===== src/rtl/lsu_pkg.sv =====
// rtl/lsu_pkg.sv - shared types and constants for the load/store controller
// Purpose : FSM state encoding and default abort limit used by lsu_ctrl.
// Contents: lsu_state_t, LSU_TIMEOUT_DEFAULT, lsu_misaligned().
package lsu_pkg;

  typedef enum logic [1:0] {
    ST_IDLE  = 2'd0,
    ST_ISSUE = 2'd1,
    ST_WAIT  = 2'd2,
    ST_DONE  = 2'd3
  } lsu_state_t;

  localparam int LSU_TIMEOUT_DEFAULT = 15;

  // Word accesses only: any nonzero low address bit is a misaligned access.
  function automatic logic lsu_misaligned(input logic [1:0] a_lo);
    return (a_lo != 2'b00);
  endfunction

endpackage


===== src/rtl/lsu_busy_timer.sv =====
// rtl/lsu_busy_timer.sv - saturating wait counter that flags the abort point
// Purpose : counts cycles spent waiting on a busy memory.
// Ports   : clock, reset (async, active-low)
//           clear   - zero the count (entry to ISSUE)
//           enable  - count this cycle (WAIT with mem_busy high)
//           expired - this counting cycle brings the count to TIMEOUT
module lsu_busy_timer #(
  parameter int TIMEOUT = 15
) (
  input  logic clock,
  input  logic reset,
  input  logic clear,
  input  logic enable,
  output logic expired
);

  localparam int CW = $clog2(TIMEOUT + 1);
  localparam logic [CW-1:0] MAX_CNT  = CW'(TIMEOUT);
  localparam logic [CW-1:0] LAST_CNT = CW'(TIMEOUT - 1);

  logic [CW-1:0] r_cnt;

  // Saturates at TIMEOUT so it can never wrap back to zero.
  always_ff @(posedge clock or negedge reset) begin
    if (!reset) begin
      r_cnt <= '0;
    end else if (clear) begin
      r_cnt <= '0;
    end else if (enable && (r_cnt != MAX_CNT)) begin
      r_cnt <= r_cnt + 1'b1;
    end
  end

  // Flag the cycle whose increment reaches TIMEOUT, so WAIT lasts exactly
  // TIMEOUT busy cycles before the abort.
  assign expired = enable && (r_cnt == LAST_CNT);

endmodule


===== src/rtl/lsu_ctrl.sv =====
// rtl/lsu_ctrl.sv - single-cycle-issue load/store unit controller
// Purpose : turns MemRead/MemWrite from the core controller into one memory
//           strobe, waits out mem_busy (with abort), and returns load data.
// Ports   : clock, reset (async, active-low)
//           MemRead, MemWrite, addr, wdata   - request from the core
//           stall, rdata, done, err          - status/result to the core
//           mem_addr, mem_wdata, mem_re, mem_we, mem_rdata, mem_busy - memory
module lsu_ctrl
  import lsu_pkg::*;
#(
  parameter int NBITS   = 8,
  parameter int TIMEOUT = LSU_TIMEOUT_DEFAULT
) (
  input  logic             clock,
  input  logic             reset,
  input  logic             MemRead,
  input  logic             MemWrite,
  input  logic [NBITS-1:0] addr,
  input  logic [NBITS-1:0] wdata,
  output logic             stall,
  output logic [NBITS-1:0] rdata,
  output logic             done,
  output logic             err,
  output logic [NBITS-1:0] mem_addr,
  output logic [NBITS-1:0] mem_wdata,
  output logic             mem_re,
  output logic             mem_we,
  input  logic [NBITS-1:0] mem_rdata,
  input  logic             mem_busy
);

  lsu_state_t       r_state;
  lsu_state_t       w_next_state;
  logic [NBITS-1:0] r_addr;
  logic [NBITS-1:0] r_wdata;
  logic [NBITS-1:0] r_rdata;
  logic             r_is_write;
  logic             r_err;

  logic w_req;
  logic w_misalign;
  logic w_timer_clear;
  logic w_timer_enable;
  logic w_expired;

  assign w_req      = MemRead || MemWrite;
  assign w_misalign = lsu_misaligned(addr[1:0]);

  assign w_timer_clear  = (r_state == ST_IDLE) && w_req && !w_misalign;
  assign w_timer_enable = (r_state == ST_WAIT) && mem_busy;

  lsu_busy_timer #(
    .TIMEOUT (TIMEOUT)
  ) u_timer (
    .clock   (clock),
    .reset   (reset),
    .clear   (w_timer_clear),
    .enable  (w_timer_enable),
    .expired (w_expired)
  );

  // State register
  always_ff @(posedge clock or negedge reset) begin
    if (!reset) begin
      r_state <= ST_IDLE;
    end else begin
      r_state <= w_next_state;
    end
  end

  // Next-state logic
  always_comb begin
    w_next_state = r_state;
    unique case (r_state)
      ST_IDLE: begin
        if (w_req) begin
          w_next_state = w_misalign ? ST_DONE : ST_ISSUE;
        end
      end
      ST_ISSUE: w_next_state = ST_WAIT;
      ST_WAIT: begin
        if (!mem_busy || w_expired) begin
          w_next_state = ST_DONE;
        end
      end
      // Always back to IDLE: a request still held from the finished access
      // must not slip straight into a second ISSUE.
      ST_DONE: w_next_state = ST_IDLE;
      default: w_next_state = ST_IDLE;
    endcase
  end

  // Output logic
  always_comb begin
    stall  = 1'b0;
    done   = 1'b0;
    mem_re = 1'b0;
    mem_we = 1'b0;
    unique case (r_state)
      // Gated by reset so a request held during reset does not stall.
      ST_IDLE:  stall = reset && w_req;
      ST_ISSUE: begin
        stall  = 1'b1;
        mem_re = !r_is_write;
        mem_we = r_is_write;
      end
      ST_WAIT:  stall = 1'b1;
      ST_DONE:  done  = 1'b1;
      default:  stall = 1'b0;
    endcase
  end

  // Request latch, load data and sticky error.
  always_ff @(posedge clock or negedge reset) begin
    if (!reset) begin
      r_addr     <= '0;
      r_wdata    <= '0;
      r_is_write <= 1'b0;
      r_rdata    <= '0;
      r_err      <= 1'b0;
    end else begin
      if ((r_state == ST_IDLE) && w_req) begin
        r_addr     <= addr;
        r_wdata    <= wdata;
        r_is_write <= MemWrite;   // write wins when both are requested
        if (w_misalign) begin
          r_err <= 1'b1;
        end
      end
      if (r_state == ST_WAIT) begin
        if (!mem_busy) begin
          if (!r_is_write) begin
            r_rdata <= mem_rdata;
          end
        end else if (w_expired) begin
          r_err   <= 1'b1;
          r_rdata <= '0;
        end
      end
    end
  end

  assign rdata     = r_rdata;
  assign err       = r_err;
  assign mem_addr  = r_addr;
  assign mem_wdata = r_wdata;

endmodule


===== config.mk =====
export PLATFORM = sky130hd
export DESIGN_NAME = lsu_ctrl
export DESIGN_NICKNAME = d
export VERILOG_FILES = /design/src/rtl/lsu_pkg.sv /design/src/rtl/lsu_busy_timer.sv /design/src/rtl/lsu_ctrl.sv
export SDC_FILE = /design/constraint.sdc
export NUM_CORES = 1
export LEC_CHECK = 0
export CAP_MARGIN = 15
export CORE_UTILIZATION = 35
export DETAILED_ROUTE_END_ITERATION = 8
export PLACE_DENSITY = 0.74
export REMOVE_ABC_BUFFERS = 1
export SYNTH_ARGS = -nofsm -noshare
export SYNTH_HDL_FRONTEND = slang
export SYNTH_SLANG_ARGS = --single-unit

===== constraint.sdc =====
create_clock -name clock -period 1.6 [get_ports clock]
set_input_delay 0.32 -clock clock [delete_from_list [all_inputs] [get_ports clock]]
set_output_delay 0.32 -clock clock [all_outputs]
set_load 0.1 [all_outputs]

==> Slide: Implementation Results <==
Run Summary

Status
  • Outcome: complete, but fails checks
  • Violations in the final reports: negative setup slack

GRT
  • Vias in the first global route: 1388
  • Antenna violations before repair: 0
  • Largest net degree at the start of global routing: 33

Layout
  • Final standard cell utilization of the core: 66.1%
  • Multi-input logic cell count: 111
  • Post-route standard cell area excluding fillers: 2680 um2
  • Area growth syn-to-layout: 79.9%
  • Number of sequential cells in the layout: 32
  • Clock buf/inv share: 2.89%

Setup path
  • Maximum fanout encountered on the critical timing path: 2
  • Worst Setup End Kind: output pin
  • Number of buffers and inverters on the critical path: 2
  • Crit-path leading delay family: flip-flops
  • FF-to-FF path depth: 7

Clocking
  • # Post-CTS Setup Buffers: 1
  • Number of levels in the clock H-tree: 2
  • Clock Tree Root: clkbuf_8
  • Insertion delay to the later sink of the worst-skew pair: 0.28 ns
  • Number of gates resized after cts: 12

Final timing
  • Final hold slack: 0.530 ns
  • Final-report setup violation count: 3
  • Total Negative Setup Slacks: -0.445 ns
  • Setup ws final: -0.165 ns

Floorplan
  • Number of well taps: 50
  • Ports: 58

Logic synthesis
  • Commonest flop: dfrtp_1

Hold path
  • Hold Path Class: in -> async

Placement
  • Cell Count Post-Placement: 267
## layer usage
layer / routed length (um) / track usage, %
met5: 0 / 0
met4: 48 / 6.38
met3: 222 / 6.25
met2: 1980 / 31.9
met1: 1540 / 21.5
## cells by family (layout without fill, tap and decap cells)
logic type      Yosys count  after routing  synth area share [%]
buf+inv                  10             86                  2.94
compound gates           32             32                  15.0
fa+ha+maj                 7              7                  5.88
simple gates             70             70                  21.1
mux                       2              2                  1.34
flops                    32             32                  53.7
## worst register-to-register path, cell delays in order, from the launching register on
cell     delay (ns)
dfrtp_1        0.39
inv_2          0.09
buf_4          0.11
buf_4          0.11
ha_4           0.17
nand2_4        0.08
or3_1          0.37
a21oi_2        0.14
==> images/placement.png <==
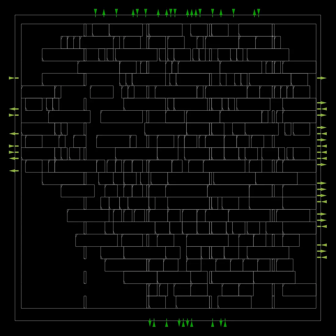
post-layout instance count excluding filler cells: 279
Core Rows: 23

==> images/detail.png <==
Window x 14 to 54, y 14 to 54 um. Cells in grey, sequential cells in the stronger grey; small squares are vias.
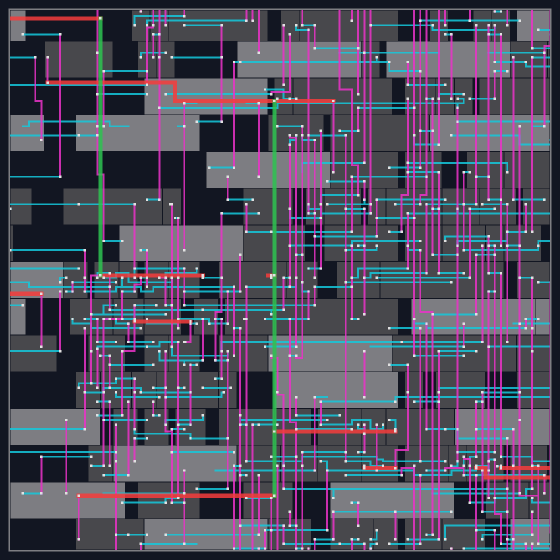
- metal 2: magenta
- metal 4: green
- metal 3: red
- metal 1: cyan
- most frequent: dfrtp_1 (16), nand2_1 (14), buf_4 (14)
- cells with their middle in the window: 112
- netlist names of flops here include: rdata (4), u_timer.r_cnt (4), mem_wdata (3)
- sequential cells in the window: 16

==> images/layer_met2.png <==
Drawn at 6 px/um.
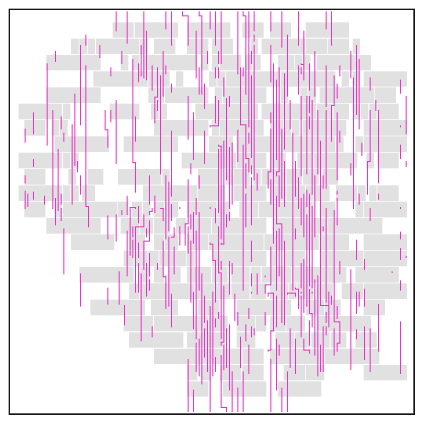
- longest straight run: 29.9 um
- nets with wire on the layer: 221
global routing usage on met2: 31.9%
wire length reported by the detailed router: 3790 um
vias post-DR: 1362

==> images/io_placement.png <==
Drawn at 8 px/um. Pins as bars across the die edge, other pins in grey.
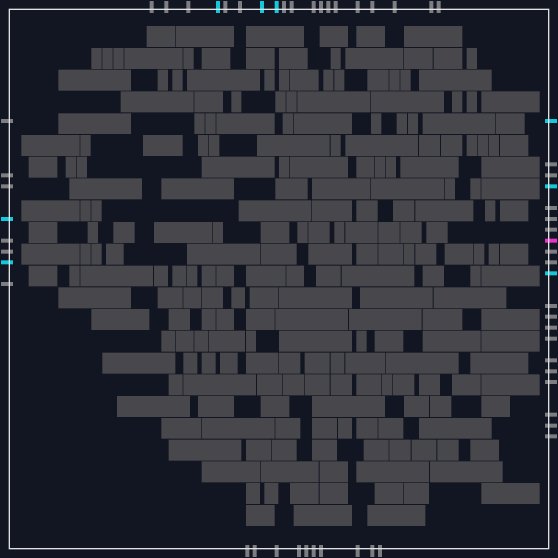
- mem_addr: cyan (pins 8; direction output; edge 3 north, 3 east, 2 west)
- MemRead: magenta (pins 1; direction input; edge east)
number of I/O port buffers: 57
vertical extent of the die: 67.3 um
width of the die: 67.3 um

